[config.mk]
export PLATFORM = sky130hd
export DESIGN_NAME = mult_div_unit_flat
export DESIGN_NICKNAME = d
export VERILOG_FILES = /design/src/rtl/mult_div_unit_if.sv /design/src/rtl/mult_div_unit.sv /design/src/flat_wrapper.sv
export SDC_FILE = /design/constraint.sdc
export NUM_CORES = 1
export LEC_CHECK = 0
export ABC_CLOCK_PERIOD_IN_PS = 6650
export CAP_MARGIN = 20
export CELL_PAD_IN_SITES_DETAIL_PLACEMENT = 0
export CELL_PAD_IN_SITES_GLOBAL_PLACEMENT = 2
export CORE_ASPECT_RATIO = 1.25
export CORE_MARGIN = 5
export CORE_UTILIZATION = 35
export CTS_CLUSTER_DIAMETER = 80
export DETAILED_ROUTE_END_ITERATION = 7
export GPL_ROUTABILITY_DRIVEN = 0
export GPL_TIMING_DRIVEN = 0
export PLACE_DENSITY = 0.85
export SLEW_MARGIN = 10
export SYNTH_ARGS = -nofsm -noshare
export SYNTH_HDL_FRONTEND = slang
export SYNTH_SLANG_ARGS = --single-unit
export TNS_END_PERCENT = 5
[constraint.sdc]
create_clock -name Clk -period 6.65 [get_ports Clk]
set_input_delay 1.33 -clock Clk [delete_from_list [all_inputs] [get_ports Clk]]
set_output_delay 1.33 -clock Clk [all_outputs]
set_load 0.05 [all_outputs]
[src/rtl/mult_div_unit_if.sv]
// Request/response bundle between MIPS control and the multiply/divide sequencer.
// The master side issues operations and MTHI/MTLO writes; the slave side returns HI/LO and status.
interface mult_div_unit_if #(
    parameter int WIDTH = 32
);
    logic             start;
    logic [1:0]       op;
    logic [WIDTH-1:0] OpA;
    logic [WIDTH-1:0] OpB;
    logic             hi_load;
    logic             lo_load;
    logic [WIDTH-1:0] wdata;
    logic [WIDTH-1:0] HI;
    logic [WIDTH-1:0] LO;
    logic             busy;
    logic             done;
    logic             div_zero;

    modport master (
        output start, op, OpA, OpB, hi_load, lo_load, wdata,
        input  HI, LO, busy, done, div_zero
    );

    modport slave (
        input  start, op, OpA, OpB, hi_load, lo_load, wdata,
        output HI, LO, busy, done, div_zero
    );
endinterface

[src/rtl/mult_div_unit.sv]
// Multicycle MULT/MULTU/DIV/DIVU sequencer owning HI/LO; result lands WIDTH+1 edges after start.
// No backpressure: start is taken only in IDLE and dropped while busy; caller stalls on busy/done.
module mult_div_unit #(
    parameter int WIDTH = 32
) (
    input  logic               Clk,
    input  logic               reset,
    mult_div_unit_if.slave     bus
);
    localparam int CNT_W = $clog2(WIDTH + 1);

    typedef enum logic [1:0] {
        S_IDLE = 2'd0,
        S_RUN  = 2'd1,
        S_FIX  = 2'd2
    } state_t;

    state_t             r_state;
    logic [CNT_W-1:0]   r_cnt;
    logic               r_is_div;
    logic               r_neg_q;
    logic               r_neg_r;
    logic [WIDTH-1:0]   r_a;
    logic [2*WIDTH-1:0] r_acc;
    logic [WIDTH-1:0]   r_hi;
    logic [WIDTH-1:0]   r_lo;
    logic               r_busy;
    logic               r_done;
    logic               r_dz;

    logic               w_signed_in;
    logic               w_a_neg;
    logic               w_b_neg;
    logic [WIDTH-1:0]   w_a_mag;
    logic [WIDTH-1:0]   w_b_mag;
    logic [WIDTH:0]     w_sum;
    logic [WIDTH:0]     w_rem;
    logic [WIDTH:0]     w_diff;
    logic [2*WIDTH-1:0] w_acc_next;
    logic [2*WIDTH-1:0] w_prod;
    logic [WIDTH-1:0]   w_quo;
    logic [WIDTH-1:0]   w_rmd;

    // op[0]=0 selects the signed variants; magnitudes are run through an unsigned core
    assign w_signed_in = ~bus.op[0];
    assign w_a_neg     = w_signed_in & bus.OpA[WIDTH-1];
    assign w_b_neg     = w_signed_in & bus.OpB[WIDTH-1];
    assign w_a_mag     = w_a_neg ? (~bus.OpA + 1'b1) : bus.OpA;
    assign w_b_mag     = w_b_neg ? (~bus.OpB + 1'b1) : bus.OpB;

    assign w_sum  = {1'b0, r_acc[2*WIDTH-1:WIDTH]} + {1'b0, r_a};
    assign w_rem  = {r_acc[2*WIDTH-1:WIDTH], r_acc[WIDTH-1]};
    assign w_diff = w_rem - {1'b0, r_a};

    always_comb begin
        w_acc_next = r_acc;
        if (r_is_div) begin
            // Restoring step: keep the shifted remainder when the trial subtract goes negative
            if (w_diff[WIDTH]) begin
                w_acc_next = {w_rem[WIDTH-1:0], r_acc[WIDTH-2:0], 1'b0};
            end else begin
                w_acc_next = {w_diff[WIDTH-1:0], r_acc[WIDTH-2:0], 1'b1};
            end
        end else begin
            if (r_acc[0]) begin
                w_acc_next = {w_sum, r_acc[WIDTH-1:1]};
            end else begin
                w_acc_next = {1'b0, r_acc[2*WIDTH-1:1]};
            end
        end
    end

    assign w_prod = r_neg_q ? (~r_acc + 1'b1) : r_acc;
    assign w_quo  = r_neg_q ? (~r_acc[WIDTH-1:0] + 1'b1) : r_acc[WIDTH-1:0];
    assign w_rmd  = r_neg_r ? (~r_acc[2*WIDTH-1:WIDTH] + 1'b1) : r_acc[2*WIDTH-1:WIDTH];

    always_ff @(posedge Clk) begin
        if (reset) begin
            r_state  <= S_IDLE;
            r_cnt    <= '0;
            r_is_div <= 1'b0;
            r_neg_q  <= 1'b0;
            r_neg_r  <= 1'b0;
            r_a      <= '0;
            r_acc    <= '0;
            r_hi     <= '0;
            r_lo     <= '0;
            r_busy   <= 1'b0;
            r_done   <= 1'b0;
            r_dz     <= 1'b0;
        end else begin
            r_done <= 1'b0;
            r_dz   <= 1'b0;
            case (r_state)
                S_IDLE: begin
                    if (bus.start) begin
                        if (bus.op[1] && (bus.OpB == '0)) begin
                            r_done <= 1'b1;
                            r_dz   <= 1'b1;
                        end else begin
                            r_is_div <= bus.op[1];
                            r_neg_q  <= w_a_neg ^ w_b_neg;
                            r_neg_r  <= w_a_neg;
                            if (bus.op[1]) begin
                                r_a   <= w_b_mag;
                                r_acc <= {{WIDTH{1'b0}}, w_a_mag};
                            end else begin
                                r_a   <= w_a_mag;
                                r_acc <= {{WIDTH{1'b0}}, w_b_mag};
                            end
                            r_cnt   <= '0;
                            r_busy  <= 1'b1;
                            r_state <= S_RUN;
                        end
                    end else begin
                        if (bus.hi_load) r_hi <= bus.wdata;
                        if (bus.lo_load) r_lo <= bus.wdata;
                    end
                end
                S_RUN: begin
                    r_acc <= w_acc_next;
                    r_cnt <= r_cnt + 1'b1;
                    if (r_cnt == CNT_W'(WIDTH - 1)) r_state <= S_FIX;
                end
                S_FIX: begin
                    if (r_is_div) begin
                        r_hi <= w_rmd;
                        r_lo <= w_quo;
                    end else begin
                        r_hi <= w_prod[2*WIDTH-1:WIDTH];
                        r_lo <= w_prod[WIDTH-1:0];
                    end
                    r_done  <= 1'b1;
                    r_busy  <= 1'b0;
                    r_state <= S_IDLE;
                end
                default: r_state <= S_IDLE;
            endcase
        end
    end

    assign bus.HI       = r_hi;
    assign bus.LO       = r_lo;
    assign bus.busy     = r_busy;
    assign bus.done     = r_done;
    assign bus.div_zero = r_dz;
endmodule

[src/flat_wrapper.sv]
// flat-port wrapper written by rule: the top's interface ports become plain ports
module mult_div_unit_flat 
#(
    parameter int WIDTH = 32
)
  (Clk, reset, bus_start, bus_op, bus_OpA, bus_OpB, bus_hi_load, bus_lo_load, bus_wdata, bus_HI, bus_LO, bus_busy, bus_done, bus_div_zero);
  mult_div_unit_if #(.WIDTH(WIDTH)) bus_i ();
  input  logic Clk;
  input  logic reset;
  input wire logic [$bits(bus_i.start)-1:0] bus_start;
  input wire logic [$bits(bus_i.op)-1:0] bus_op;
  input wire logic [$bits(bus_i.OpA)-1:0] bus_OpA;
  input wire logic [$bits(bus_i.OpB)-1:0] bus_OpB;
  input wire logic [$bits(bus_i.hi_load)-1:0] bus_hi_load;
  input wire logic [$bits(bus_i.lo_load)-1:0] bus_lo_load;
  input wire logic [$bits(bus_i.wdata)-1:0] bus_wdata;
  output wire logic [$bits(bus_i.HI)-1:0] bus_HI;
  output wire logic [$bits(bus_i.LO)-1:0] bus_LO;
  output wire logic [$bits(bus_i.busy)-1:0] bus_busy;
  output wire logic [$bits(bus_i.done)-1:0] bus_done;
  output wire logic [$bits(bus_i.div_zero)-1:0] bus_div_zero;
  assign bus_i.start = bus_start;
  assign bus_i.op = bus_op;
  assign bus_i.OpA = bus_OpA;
  assign bus_i.OpB = bus_OpB;
  assign bus_i.hi_load = bus_hi_load;
  assign bus_i.lo_load = bus_lo_load;
  assign bus_i.wdata = bus_wdata;
  assign bus_HI = bus_i.HI;
  assign bus_LO = bus_i.LO;
  assign bus_busy = bus_i.busy;
  assign bus_done = bus_i.done;
  assign bus_div_zero = bus_i.div_zero;
  mult_div_unit #(.WIDTH(WIDTH)) u_core (.Clk(Clk), .reset(reset), .bus(bus_i));
endmodule
Power grid:
Scale bar: 50 um. Pins as bars on the die edge. Tap cells in gray.
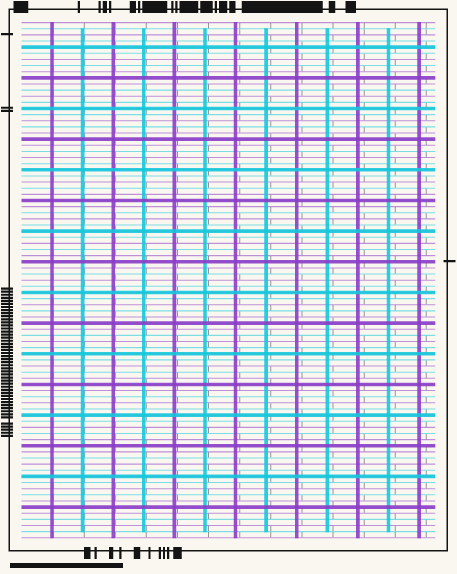
Key: cyan = VDD; purple = VSS
85 met1 rails follow the rows. 170 signal pins sit on the boundary. The core has 84 rows.

Cell density map:
Scale bar: 50 um. 19 x 24 tiles, from white (low) to dark blue (high), 0 to 100% covered.
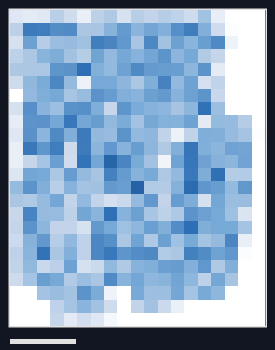
15% of the tiles are nearly empty. The mean over all tiles is 37%. 0.70% of the tiles are over 75% full. The emptiest ninth of the die: top right. The fullest tile reaches 80%.

==> flow_summary.ini <==
; implementation run metrics
[outcome]
status = complete, no violations

[synth]
ys_seq_frac = 0.236
ys_sh_aoi = 0.288
yosysCellCount = 2002
synth_cells = 2002
syn_area_um2 = 14800
synth.top_cell.area_share = 0.236

[clocking]
cts_made_buffers = 17
clockBufferDepth = 2
cts_resized = 0
insertion_delay_ns = 0.46

[floorplan]
die_h_um = 240
die_w_um = 194
chipArea_um2 = 46400

[critical_path]
slowest_stage = o211ai_1
cp.required_ns = 7.01
critPathMaxStageDelay_ns = 0.93
path_max_fanout = 10
cp-start-kind = register

[final_timing]
maxSlewViolCount = 0
finalCritPeriodShare = 0.846
relSlewSlack = 0.200
setup_viol = 0
fmax_mhz = 178
tns_ns = 0

[drt]
routed_via_density = 5.82
routed_wirelength_um = 65300
drc = 0
num_vias = 16065

[power_and_ir_drop]
p_leak_nw = 6.65

[layout]
n_fill_cell = 4396
num-nets-final = 2363
layout-drive-gt1-share = 0.0345

[hold_path]
hold_path_class = reg2reg

[global_route]
grt_pass1_vias = 15817
Register map, names as in the netlist:
Scale bar: 50 um.
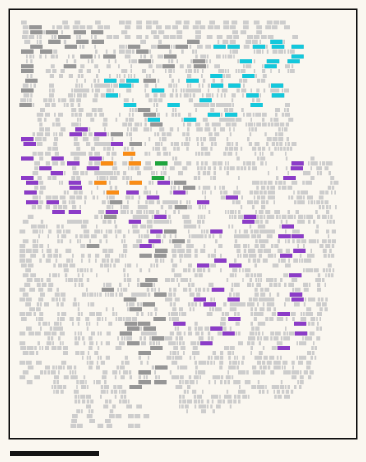
Key: green = `u_core.r_state` [placed flops 2]; purple = `u_core.r_acc` [placed flops 64]; cyan = `u_core.bus.HI` [placed flops 32]; orange = `u_core.r_cnt` [placed flops 6]
sequential cell area share: 0.196
Sequential Power: 1.19 mW
Sequential cell area: 3480 um2
utilization after layout: 0.423

[power groups by stage]
stage | clock, mW | sequential (mW) | combinational, mW
6_report | 1.04 | 1.19 | 1.28
5_1_grt | 1.09 | 1.20 | 1.38
4_1_cts | 1.05 | 1.19 | 1.27
3_5_place_dp | 0 | 1.21 | 1.26
3_3_place_gp | 0 | 1.21 | 1.26
2_1_floorplan | 0 | 1.25 | 0.755
[final timing paths]
path	from	cells past startpoint	slack, ns	endpoint
worst max register to register	u_core.r_acc[32]$_SDFFE_PP0P_	13	1.03	u_core.r_acc[55]$_SDFFE_PP0P_
worst min-delay path	u_core.r_a[7]$_SDFFE_PP0P_	2	0.49	u_core.r_a[7]$_SDFFE_PP0P_
worst max-delay path	u_core.r_acc[32]$_SDFFE_PP0P_	13	1.03	u_core.r_acc[55]$_SDFFE_PP0P_
worst min register to register	u_core.r_a[7]$_SDFFE_PP0P_	2	0.49	u_core.r_a[7]$_SDFFE_PP0P_
[final cells by class]
type                       instances  share of cell area
multi-input combinational       1615               0.588
tap                              559              0.0395
inverter                          63              0.0133
buffer                           150              0.0342
sequential                       174               0.196
clock inverter                    14             0.00932
clock buffer                      18              0.0242
timing repair buffer             168              0.0949
[worst register-to-register path: cells and delay by family, from the launching register on]
family,cells,cell delay [ns]
AND/OR/NAND/NOR,1,0.21
buffers and inverters,4,1.68
flip-flops,1,0.39
AND-OR/OR-AND,7,2.79
adder cells (fa/ha/maj),1,0.47
[routing by layer]
layer	GRT usage	wire, um
met1	0.333	27400
met2	0.486	32300
met3	0.0319	3160
met4	0.0955	2370
met5	0	0
[layout by cell type, fill, tap and decap left out, drive strengths merged, types with 24 or more instances in the layout]
master | Yosys | final
a211oi | 111 | 111
a21o | 26 | 26
a21oi | 212 | 212
clkbuf | 129 | 147
clkdlybuf4s50 | 0 | 168
dfxtp | 174 | 174
ha | 69 | 69
inv | 63 | 71
mux2i | 70 | 70
nand2 | 185 | 185
nor2 | 236 | 236
nor2b | 27 | 27
nor3 | 48 | 48
o211ai | 36 | 36
o21ai | 109 | 109
o31ai | 24 | 24
xnor2 | 89 | 89
xor2 | 84 | 84
[metrics by stage]
| step | total power [mW] | instances | cell area (um2) | worst slack, ns | hold WS [ns] |
|---|---|---|---|---|---|
| after floorplan | 2.01 | 2002 | 14800 | 2.78 | 0.449 |
| after global placement | 2.47 | 2729 | 17100 | 1.10 | 0.474 |
| after detailed placement | 2.48 | 2729 | 17100 | 1.09 | 0.482 |
| after CTS | 3.51 | 2761 | 17700 | 1.06 | 0.491 |
| after global routing | 3.67 | 2761 | 17700 | 0.771 | 0.516 |
| final | 3.52 | 2761 | 17700 | 1.03 | 0.491 |
[state kept, by name, indices dropped and copies added (netlist names)]
signal               cells
u_core.r_neg_r           1
u_core.bus.busy          1
u_core.bus.HI           32
u_core.bus.done          1
u_core.r_is_div          1
u_core.r_state           2
u_core.bus.div_zero      1
u_core.r_acc            64
u_core.r_neg_q           1
u_core.r_cnt             6
u_core.r_a              32
u_core.bus.LO           32
Power is estimated from default activity; no workload was simulated.
